`src/rtl/keypad_entry.sv`:
```
// rtl/keypad_entry.sv - keypad digit accumulator and command-toggle initiator for the execution datapath
// Optional feature: define KEYPAD_BACKSPACE_EN to make key 15 a backspace.
module keypad_entry #(
  parameter int MAX_DIGITS  = 4,
  parameter int HOLD_CYCLES = 2,
  parameter int MAX_QTY     = 99
) (
  input  logic        clk,
  input  logic        reset,
  input  logic        key_valid,
  input  logic [3:0]  key_code,
  output logic        key_ready,
  output logic [13:0] inNumbers,
  output logic        storeOut,
  output logic        updateOut,
  output logic        showOut,
  output logic        resetOut,
  output logic        errOut
);

  localparam int CW = $clog2(MAX_DIGITS + 1);
  localparam int HW = (HOLD_CYCLES > 1) ? $clog2(HOLD_CYCLES) : 1;

  localparam logic [3:0] KEY_CLEAR  = 4'd10;
  localparam logic [3:0] KEY_STORE  = 4'd11;
  localparam logic [3:0] KEY_UPDATE = 4'd12;
  localparam logic [3:0] KEY_SHOW   = 4'd13;
  localparam logic [3:0] KEY_ALL    = 4'd14;
`ifdef KEYPAD_BACKSPACE_EN
  localparam logic [3:0] KEY_BKSP   = 4'd15;
`endif

  typedef enum logic [1:0] {
    S_IDLE  = 2'd0,
    S_ACCUM = 2'd1,
    S_HOLD  = 2'd2,
    S_ERR   = 2'd3
  } state_t;

  state_t        state_q, state_d;
  logic [13:0]   entry_q, entry_d;
  logic [CW-1:0] count_q, count_d;
  logic [HW-1:0] hold_q,  hold_d;
  logic          store_q, store_d;
  logic          update_q, update_d;
  logic          show_q, show_d;
  logic          rst_tog_q, rst_tog_d;
  logic          err_q, err_d;
  logic [13:0]   entry_x10;

  // x10 as x8 + x2; the digit limit keeps the result inside 14 bits
  assign entry_x10 = {entry_q[10:0], 3'b000} + {entry_q[12:0], 1'b0};

  always_ff @(posedge clk) begin
    if (reset) begin
      state_q   <= S_IDLE;
      entry_q   <= '0;
      count_q   <= '0;
      hold_q    <= '0;
      store_q   <= 1'b0;
      update_q  <= 1'b0;
      show_q    <= 1'b0;
      rst_tog_q <= 1'b0;
      err_q     <= 1'b0;
    end else begin
      state_q   <= state_d;
      entry_q   <= entry_d;
      count_q   <= count_d;
      hold_q    <= hold_d;
      store_q   <= store_d;
      update_q  <= update_d;
      show_q    <= show_d;
      rst_tog_q <= rst_tog_d;
      err_q     <= err_d;
    end
  end

  always_comb begin
    state_d   = state_q;
    entry_d   = entry_q;
    count_d   = count_q;
    hold_d    = hold_q;
    store_d   = store_q;
    update_d  = update_q;
    show_d    = show_q;
    rst_tog_d = rst_tog_q;
    err_d     = err_q;

    if (state_q == S_HOLD) begin
      // entry stays on inNumbers until the datapath has had HOLD_CYCLES to sample it
      if (hold_q == '0) begin
        state_d = S_IDLE;
        entry_d = '0;
        count_d = '0;
      end else begin
        hold_d = hold_q - 1'b1;
      end
    end else if (key_valid) begin
      if (key_code == KEY_CLEAR) begin
        entry_d = '0;
        count_d = '0;
        err_d   = 1'b0;
        state_d = S_IDLE;
      end else if (key_code == KEY_ALL) begin
        rst_tog_d = ~rst_tog_q;
        entry_d   = '0;
        count_d   = '0;
        err_d     = 1'b0;
        hold_d    = HW'(HOLD_CYCLES - 1);
        state_d   = S_HOLD;
      end else if (state_q != S_ERR) begin
        if (key_code <= 4'd9) begin
          if (count_q == CW'(MAX_DIGITS)) begin
            err_d   = 1'b1;
            state_d = S_ERR;
          end else begin
            entry_d = entry_x10 + {10'b0, key_code};
            count_d = count_q + 1'b1;
            state_d = S_ACCUM;
          end
        end else if (key_code == KEY_STORE) begin
          store_d = ~store_q;
          hold_d  = HW'(HOLD_CYCLES - 1);
          state_d = S_HOLD;
        end else if (key_code == KEY_SHOW) begin
          show_d  = ~show_q;
          hold_d  = HW'(HOLD_CYCLES - 1);
          state_d = S_HOLD;
        end else if (key_code == KEY_UPDATE) begin
          if (entry_q > 14'(MAX_QTY)) begin
            err_d   = 1'b1;
            state_d = S_ERR;
          end else begin
            update_d = ~update_q;
            hold_d   = HW'(HOLD_CYCLES - 1);
            state_d  = S_HOLD;
          end
        end
`ifdef KEYPAD_BACKSPACE_EN
        else if (key_code == KEY_BKSP && state_q == S_ACCUM) begin
          entry_d = entry_q / 14'd10;
          count_d = count_q - 1'b1;
          state_d = (count_q == CW'(1)) ? S_IDLE : S_ACCUM;
        end
`endif
      end
    end
  end

  assign key_ready = (state_q != S_HOLD);
  assign inNumbers = entry_q;
  assign storeOut  = store_q;
  assign updateOut = update_q;
  assign showOut   = show_q;
  assign resetOut  = rst_tog_q;
  assign errOut    = err_q;

endmodule

```
`config.mk`:
```
export PLATFORM = sky130hd
export DESIGN_NAME = keypad_entry
export DESIGN_NICKNAME = d
export VERILOG_FILES = /design/src/rtl/keypad_entry.sv
export SDC_FILE = /design/constraint.sdc
export NUM_CORES = 1
export LEC_CHECK = 0
export CORE_UTILIZATION = 35
export CTS_CLUSTER_DIAMETER = 120
export DETAILED_ROUTE_END_ITERATION = 6
export GPL_TIMING_DRIVEN = 1
export PLACE_DENSITY = 0.64
export SYNTH_ARGS = -nofsm -noshare
export SYNTH_HDL_FRONTEND = slang
export SYNTH_SLANG_ARGS = --single-unit
```
`constraint.sdc`:
```
create_clock -name clk -period 4.05 [get_ports clk]
set_clock_uncertainty 0.2 [all_clocks]
set_input_delay 1.0125 -clock clk [delete_from_list [all_inputs] [get_ports clk]]
set_output_delay 1.0125 -clock clk [all_outputs]
set_load 0.005 [all_outputs]
```
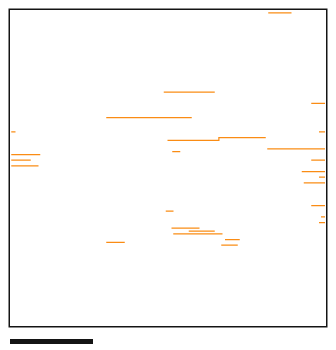
**Above:** run 1 (the metal 3 layer).
Bar = 20 um.
- main direction: horizontal
- share of all routed wire: 3.7%
- wire length on this layer: 154 um
- longest straight run: 20.2 um
- nets with wire on the layer: 24
vias: 1595
final WL: 4.20 mm
met3 Track Usage GR: 0.0225

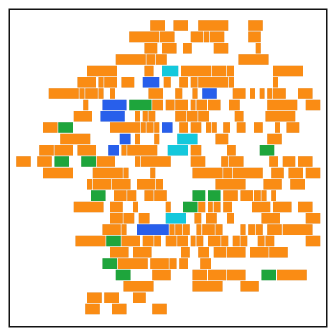
**Above:** run 1 (sizing map).
- drive 1 or less: orange (cells 206; share 89%; most used clkdlybuf4s50_1)
- drive 2: green (cells 13; share 5.6%; most used a22o_2)
- drive 6 and up: cyan (cells 4; share 1.7%; most used clkbuf_8)
- drive 3 to 4: blue (cells 8; share 3.5%; most used buf_4)

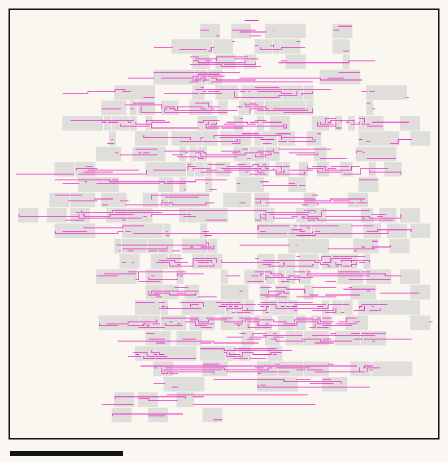
**Above:** run 1 (the metal 1 layer).
Bar = 20 um.
- longest straight run: 38.2 um
- nets with wire on the layer: 239
met1 layer usage reported by global route: 0.237

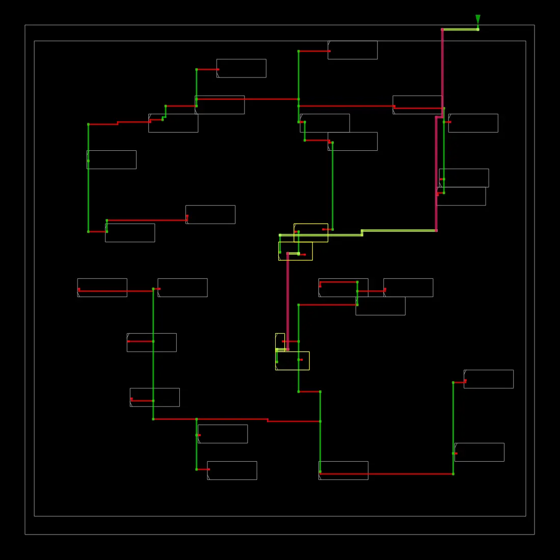
**Above:** run 1 (clock routing).
seq_cells: 25
CTS buffer count: 3
clock buf count: 4

==> results_dict.tcl, run 1 <==
# implementation run metrics
set metrics [dict create \
    sh_comb_area 0.571 \
    finalSetupViolCount 0 \
    layout.area.seq_sq_um 500 \
    comb.multi_input.count 161 \
    largestClassByArea "logic gates" \
    m1WireLength_mm 2.22 \
    antenna_found_initial 0 \
    synth_flops 25 \
    cp_data_arrival_time_ns 3.58 \
    cts_buffer_depth 2 \
    crit_buf_inv 3 \
    min_period_over_period 0.892 \
    area_delta_synth_final_pct 18.3 \
    clkCellAreaFrac 0.0200 \
    ys_warn_count 0 \
    drv_cap 0 \
    fin_area_sq_um 2260 \
    grt_overflow_total 0 \
    drt-pass1-iter-count 4 \
    pre_cts_slack_ns 0.132 \
    crit_chain "clkdlybuf4s50_1 > inv_1 > fa_1 > inv_1 > ha_1 > a21oi_1 > nand4b_1 > a31o_2 > a21bo_2 > a32o_1" \
    die_w_um 75.8 \
    yosys-stat-area_sq_um 1910 \
    cts.clk_slew.worst_paths_ns 0.09 \
    layout.area.comb_sq_um 1290 \
    netlist_top_cells_count "25 x dfxtp_1, 24 x ha_1, 17 x nor2_1, 11 x a21oi_1, 11 x inv_1" \
    critPathMaxStageDelay_ns 0.59 \
    crit_family "adder cells" \
    slew_violations 0 \
    cts-root-buf "clkbuf_8" \
    worst_setup_path_start_kind "input pin" \
    hold_viol_final 0 \
    worst-path-stages 10 \
    die-area_sq_um 5750 \
    setup_slack_ns 0.438 \
    top_area_frac 0.262 \
    fin_setup_tns_ns 0 \
    max_freq_mhz 277 \
    synth-main-ff-cell "dfxtp_1" \
    route.met3.wl_um 154 \
    slew_headroom 0.560 \
    r2r_start "inNumbers[2]$_SDFFE_PP0P_" \
    initialDrtViolationCount 124 \
    final_antenna_net_count 0 \
    ff2ff_path_depth 9 \
    top_layer "met4" \
    status "finished clean" \
    worstSetupStartpoint "key_code[3]" \
    synthTopCellsByArea "dfxtp_1 26%, ha_1 16%, a22o_2 4.7%" \
    ys_seq_share 0.262 \
    crit_top_cell "inv_1" \
    cts_tree "built" \
    wl_per_cell_um 14.0 \
    worstHoldPathType "flop to flop" \
    diodes 0 \
    final_cells 301 \
    fillerInstances 506 \
    sh_seq_area 0.222 \
    num_rows 26 \
    p_leak_nw 0.918 \
    htree_levels 1 \
    r2r-end "inNumbers[11]$_SDFFE_PP0P_" \
    wl_met2_mm 1.78 \
    buf_share 0.125 \
    log.warning_count 27 \
    synth_nets 239 \
    grt_max_degree 16 \
    nonClockBufferCount 29 \
    finalHoldWorstSlack_ns 0.279 \
    worstHoldPathCells 2 \
    dp.cells 297 \
    cp-end-kind "flop" \
    grt_pass1_vias 1407 \
    syn_inst 206 \
    async_flop_share 0 \
    dpl_cell_area_sq_um 2210 \
    syn_area_sq_um 1910 \
    p_per_area_nw_per_um2 268 \
    n_tap_cell 70 \
    n_all_inverters 12 \
    dieHeight_um 75.8 \
    clk_latency_ns 0.27 \
    largest_reg_flops 14 \
    crit_end "inNumbers[11]$_SDFFE_PP0P_" \
    grt_pass1_wl_mm 6.84 \
    worst_pin_slew_ns 0.652 \
    required_ns 4.02 \
    r2r_setup_slack_ns 1.30 \
    ys_cells 206 \
]
run 1: metal layers:
layer,track usage,up-vias
met5,0,-
met2,0.237,35
li1,-,818
met3,0.0225,4
met4,0.0370,0
met1,0.237,738
run 1: placed cells by master (no fill, tap or decap), types with 2 or more instances in the layout:
| cell | netlist | routed |
|---|---|---|
| a21o_1 | 2 | 2 |
| clkdlybuf4s50_1 | 0 | 26 |
| a311oi_1 | 2 | 2 |
| o211ai_1 | 2 | 2 |
| nor4_1 | 3 | 3 |
| ha_1 | 24 | 24 |
| o21ai_0 | 10 | 10 |
| a21oi_1 | 11 | 11 |
| nand4_1 | 3 | 3 |
| inv_1 | 11 | 11 |
| xnor2_1 | 8 | 8 |
| o21a_1 | 3 | 3 |
| a31oi_1 | 2 | 2 |
| buf_4 | 2 | 3 |
| nand3b_1 | 4 | 4 |
| nand2_1 | 9 | 9 |
| nor3b_1 | 2 | 2 |
| clkbuf_8 | 1 | 3 |
| a22o_2 | 9 | 9 |
| nor2b_1 | 2 | 2 |
| or3_1 | 5 | 5 |
| xor2_1 | 6 | 6 |
| nand4b_1 | 2 | 2 |
| nor2_1 | 17 | 17 |
| dfxtp_1 | 25 | 25 |
| fa_1 | 2 | 2 |
| a32o_1 | 5 | 5 |
| nor3_1 | 2 | 2 |
| a21oi_4 | 2 | 2 |
| nand3_1 | 3 | 3 |
run 1: cell families after synthesis:
family | after synthesis | synth area share
AOI/OAI and AO/OA | 62 | 0.262
buffers and inverters | 20 | 0.0623
adders and majority gates | 26 | 0.178
xor gates and xnor gates | 14 | 0.0643
and+or+nand+nor | 59 | 0.171
DFF | 25 | 0.262
run 1: power by group:
part           internal (W)  switching, W
registers          0.000259     0.0000154
clock network     0.0000704     0.0000842
logic             0.0000839     0.0000924
total              0.000414      0.000192
## Run 2: what changed since run 1
--- a/config.mk
+++ b/config.mk
@@ -5,11 +5,11 @@
 export SDC_FILE = /design/constraint.sdc
 export NUM_CORES = 1
 export LEC_CHECK = 0
-export CORE_UTILIZATION = 35
+export CORE_UTILIZATION = 45
 export CTS_CLUSTER_DIAMETER = 120
 export DETAILED_ROUTE_END_ITERATION = 6
 export GPL_TIMING_DRIVEN = 1
-export PLACE_DENSITY = 0.64
+export PLACE_DENSITY = 0.77
 export SYNTH_ARGS = -nofsm -noshare
 export SYNTH_HDL_FRONTEND = slang
 export SYNTH_SLANG_ARGS = --single-unit
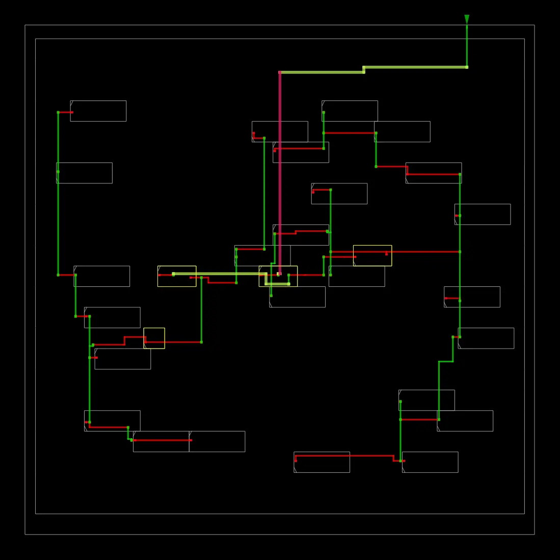
**Above:** run 2 (clock routing).
Latency at later pin: 0.27 ns
clock group power: 0.000157 W
CTS Sinks: 25

==> run 2 against run 1 <==
Net effect:
- combinational power barely moved
- die size fell by 22%
- design area fell by 0.94%
- worst hold slack improved by 0.0062 ns
- synthesized area did not move
- non-clock buffer count did not move
- sequential cell count did not move
- critical path type unchanged
- highest routed layer unchanged
==> results_dict.tcl, run 2 <==
# implementation run metrics
set metrics [dict create \
    ys_warn_count 0 \
    cp-end-kind "flop" \
    worstHoldPathType "flop to flop" \
    fillerInstances 382 \
    syn_area_sq_um 1910 \
    r2r_start "inNumbers[2]$_SDFFE_PP0P_" \
    netlist_top_cells_count "25 x dfxtp_1, 24 x ha_1, 17 x nor2_1, 11 x a21oi_1, 11 x inv_1" \
    diodes 0 \
    initialDrtViolationCount 125 \
    drt_wl_total_mm 4.03 \
    p_per_area_nw_per_um2 272 \
    mostFrequentLayoutCells "26 x clkdlybuf4s50_1, 25 x dfxtp_1, 24 x ha_1, 17 x nor2_1" \
    cp_data_arrival_time_ns 3.62 \
    r2r_setup_slack_ns 1.24 \
    cts_buffer_depth 2 \
    dpl_cell_area_sq_um 2190 \
    p_leak_nw 0.917 \
    synth_flops 25 \
    via_per_inst 5.70 \
    syn_inst 206 \
    status "finished clean" \
    ff2ff_path_depth 9 \
    crit_chain "clkdlybuf4s50_1 > inv_1 > fa_1 > inv_1 > ha_1 > a21oi_1 > nand4b_1 > a31o_2 > a21bo_2 > a32o_1" \
    required_ns 4.02 \
    top_usage_layer "met2" \
    layout.area.comb_sq_um 1290 \
    top_area_frac 0.262 \
    area_delta_synth_final_pct 17.2 \
    fin_area_sq_um 2230 \
    worstHoldPathCells 2 \
    drv_cap 0 \
    synthTopCellsByArea "dfxtp_1 26%, ha_1 16%, a22o_2 4.7%" \
    cts_inserted_buffers 3 \
    die-area_sq_um 4500 \
    log.warning_count 27 \
    finalHoldWorstSlack_ns 0.285 \
    ys_seq_share 0.262 \
    grt_overflow_total 0 \
    ys_cells 206 \
    die_w_um 67.1 \
    layout_top_cell "clkdlybuf4s50_1" \
    wl_per_cell_um 14.3 \
    max_freq_mhz 274 \
    fp_util 0.473 \
    hp-start "state_q[0]$_SDFFE_PP0P_" \
    hold_viol_final 0 \
    layout.area.seq_sq_um 500 \
    critPathMaxStageDelay_ns 0.59 \
    num_rows 23 \
    worst_setup_path_start_kind "input pin" \
    finalSetupViolCount 0 \
    grt_pass1_vias 1508 \
    htree_levels 1 \
    crit_top_cell "inv_1" \
    gr-usage-met1 0.254 \
    final_antenna_net_count 0 \
    worst_pin_slew_ns 0.586 \
    worstSetupStartpoint "key_code[3]" \
    grt_use_met3 0.0428 \
    slew_violations 0 \
    min_period_over_period 0.901 \
    synth-main-ff-cell "dfxtp_1" \
    slew_headroom 0.609 \
    fin_setup_tns_ns 0 \
    crit_end "inNumbers[11]$_SDFFE_PP0P_" \
    ctsResizeCount 0 \
    largest_reg_flops 14 \
    cts-root-buf "clkbuf_8" \
    yosys-stat-area_sq_um 1910 \
    dieHeight_um 67.1 \
    grt_pass1_wl_mm 6.84 \
    use_met2 0.338 \
    grt_max_degree 16 \
    r2r-end "inNumbers[11]$_SDFFE_PP0P_" \
    vias 1601 \
    drt-pass1-iter-count 4 \
    cts_tree "built" \
    synth_nets 239 \
]
==> run 2: per-stage QoR <==
| step | power [W] | instances | worst slack [ns] |
|---|---|---|---|
| after floorplan | 0.000404 | 206 | 0.600 |
| after global placement | 0.000453 | 277 | 0.132 |
| after detailed placement | 0.000455 | 277 | 0.101 |
| after CTS | 0.000614 | 281 | 0.393 |
| after global routing | 0.000647 | 281 | 0.282 |
| final | 0.000609 | 281 | 0.402 |
==> run 2: cell type report <==
type,count,area share
Tap cell,50,0.0280
Timing Repair Buffer,29,0.127
Clock inverter,1,0.00336
Sequential cell,25,0.224
Inverter,12,0.0235
Multi-Input combinational cell,161,0.576
Clock buffer,3,0.0185
==> run 2: per-layer routing <==
metal,vias up,part of all wire
li1,824,-
met4,0,0.0065
met2,24,0.48
met3,2,0.027
met5,-,0
met1,751,0.49
==> run 2: cell families (layout without fill, tap and decap cells) <==
kind of cell / count (synthesis) / after routing / share of synthesized area
and+or+nand+nor: 59 / 59 / 0.171
AOI/OAI and AO/OA: 62 / 62 / 0.262
buffers and inverters: 20 / 45 / 0.0623
adders and majority gates: 26 / 26 / 0.178
DFF: 25 / 25 / 0.262
xor gates and xnor gates: 14 / 14 / 0.0643
==> run 2: power by group <==
group | leakage, nW | internal, W | switching [W]
clock network | 0.0217 | 0.0000698 | 0.0000869
registers | 0.203 | 0.000259 | 0.0000153
logic | 0.692 | 0.0000844 | 0.0000927
==> run 2: worst max-delay path, delay by kind of cell <==
kind            cells  cell delay (ns)
compound gates      4             0.82
simple gates        1             0.31
fa+ha+maj           2             0.86
buf+inv             3             0.60
Power is estimated from default activity; no workload was simulated.
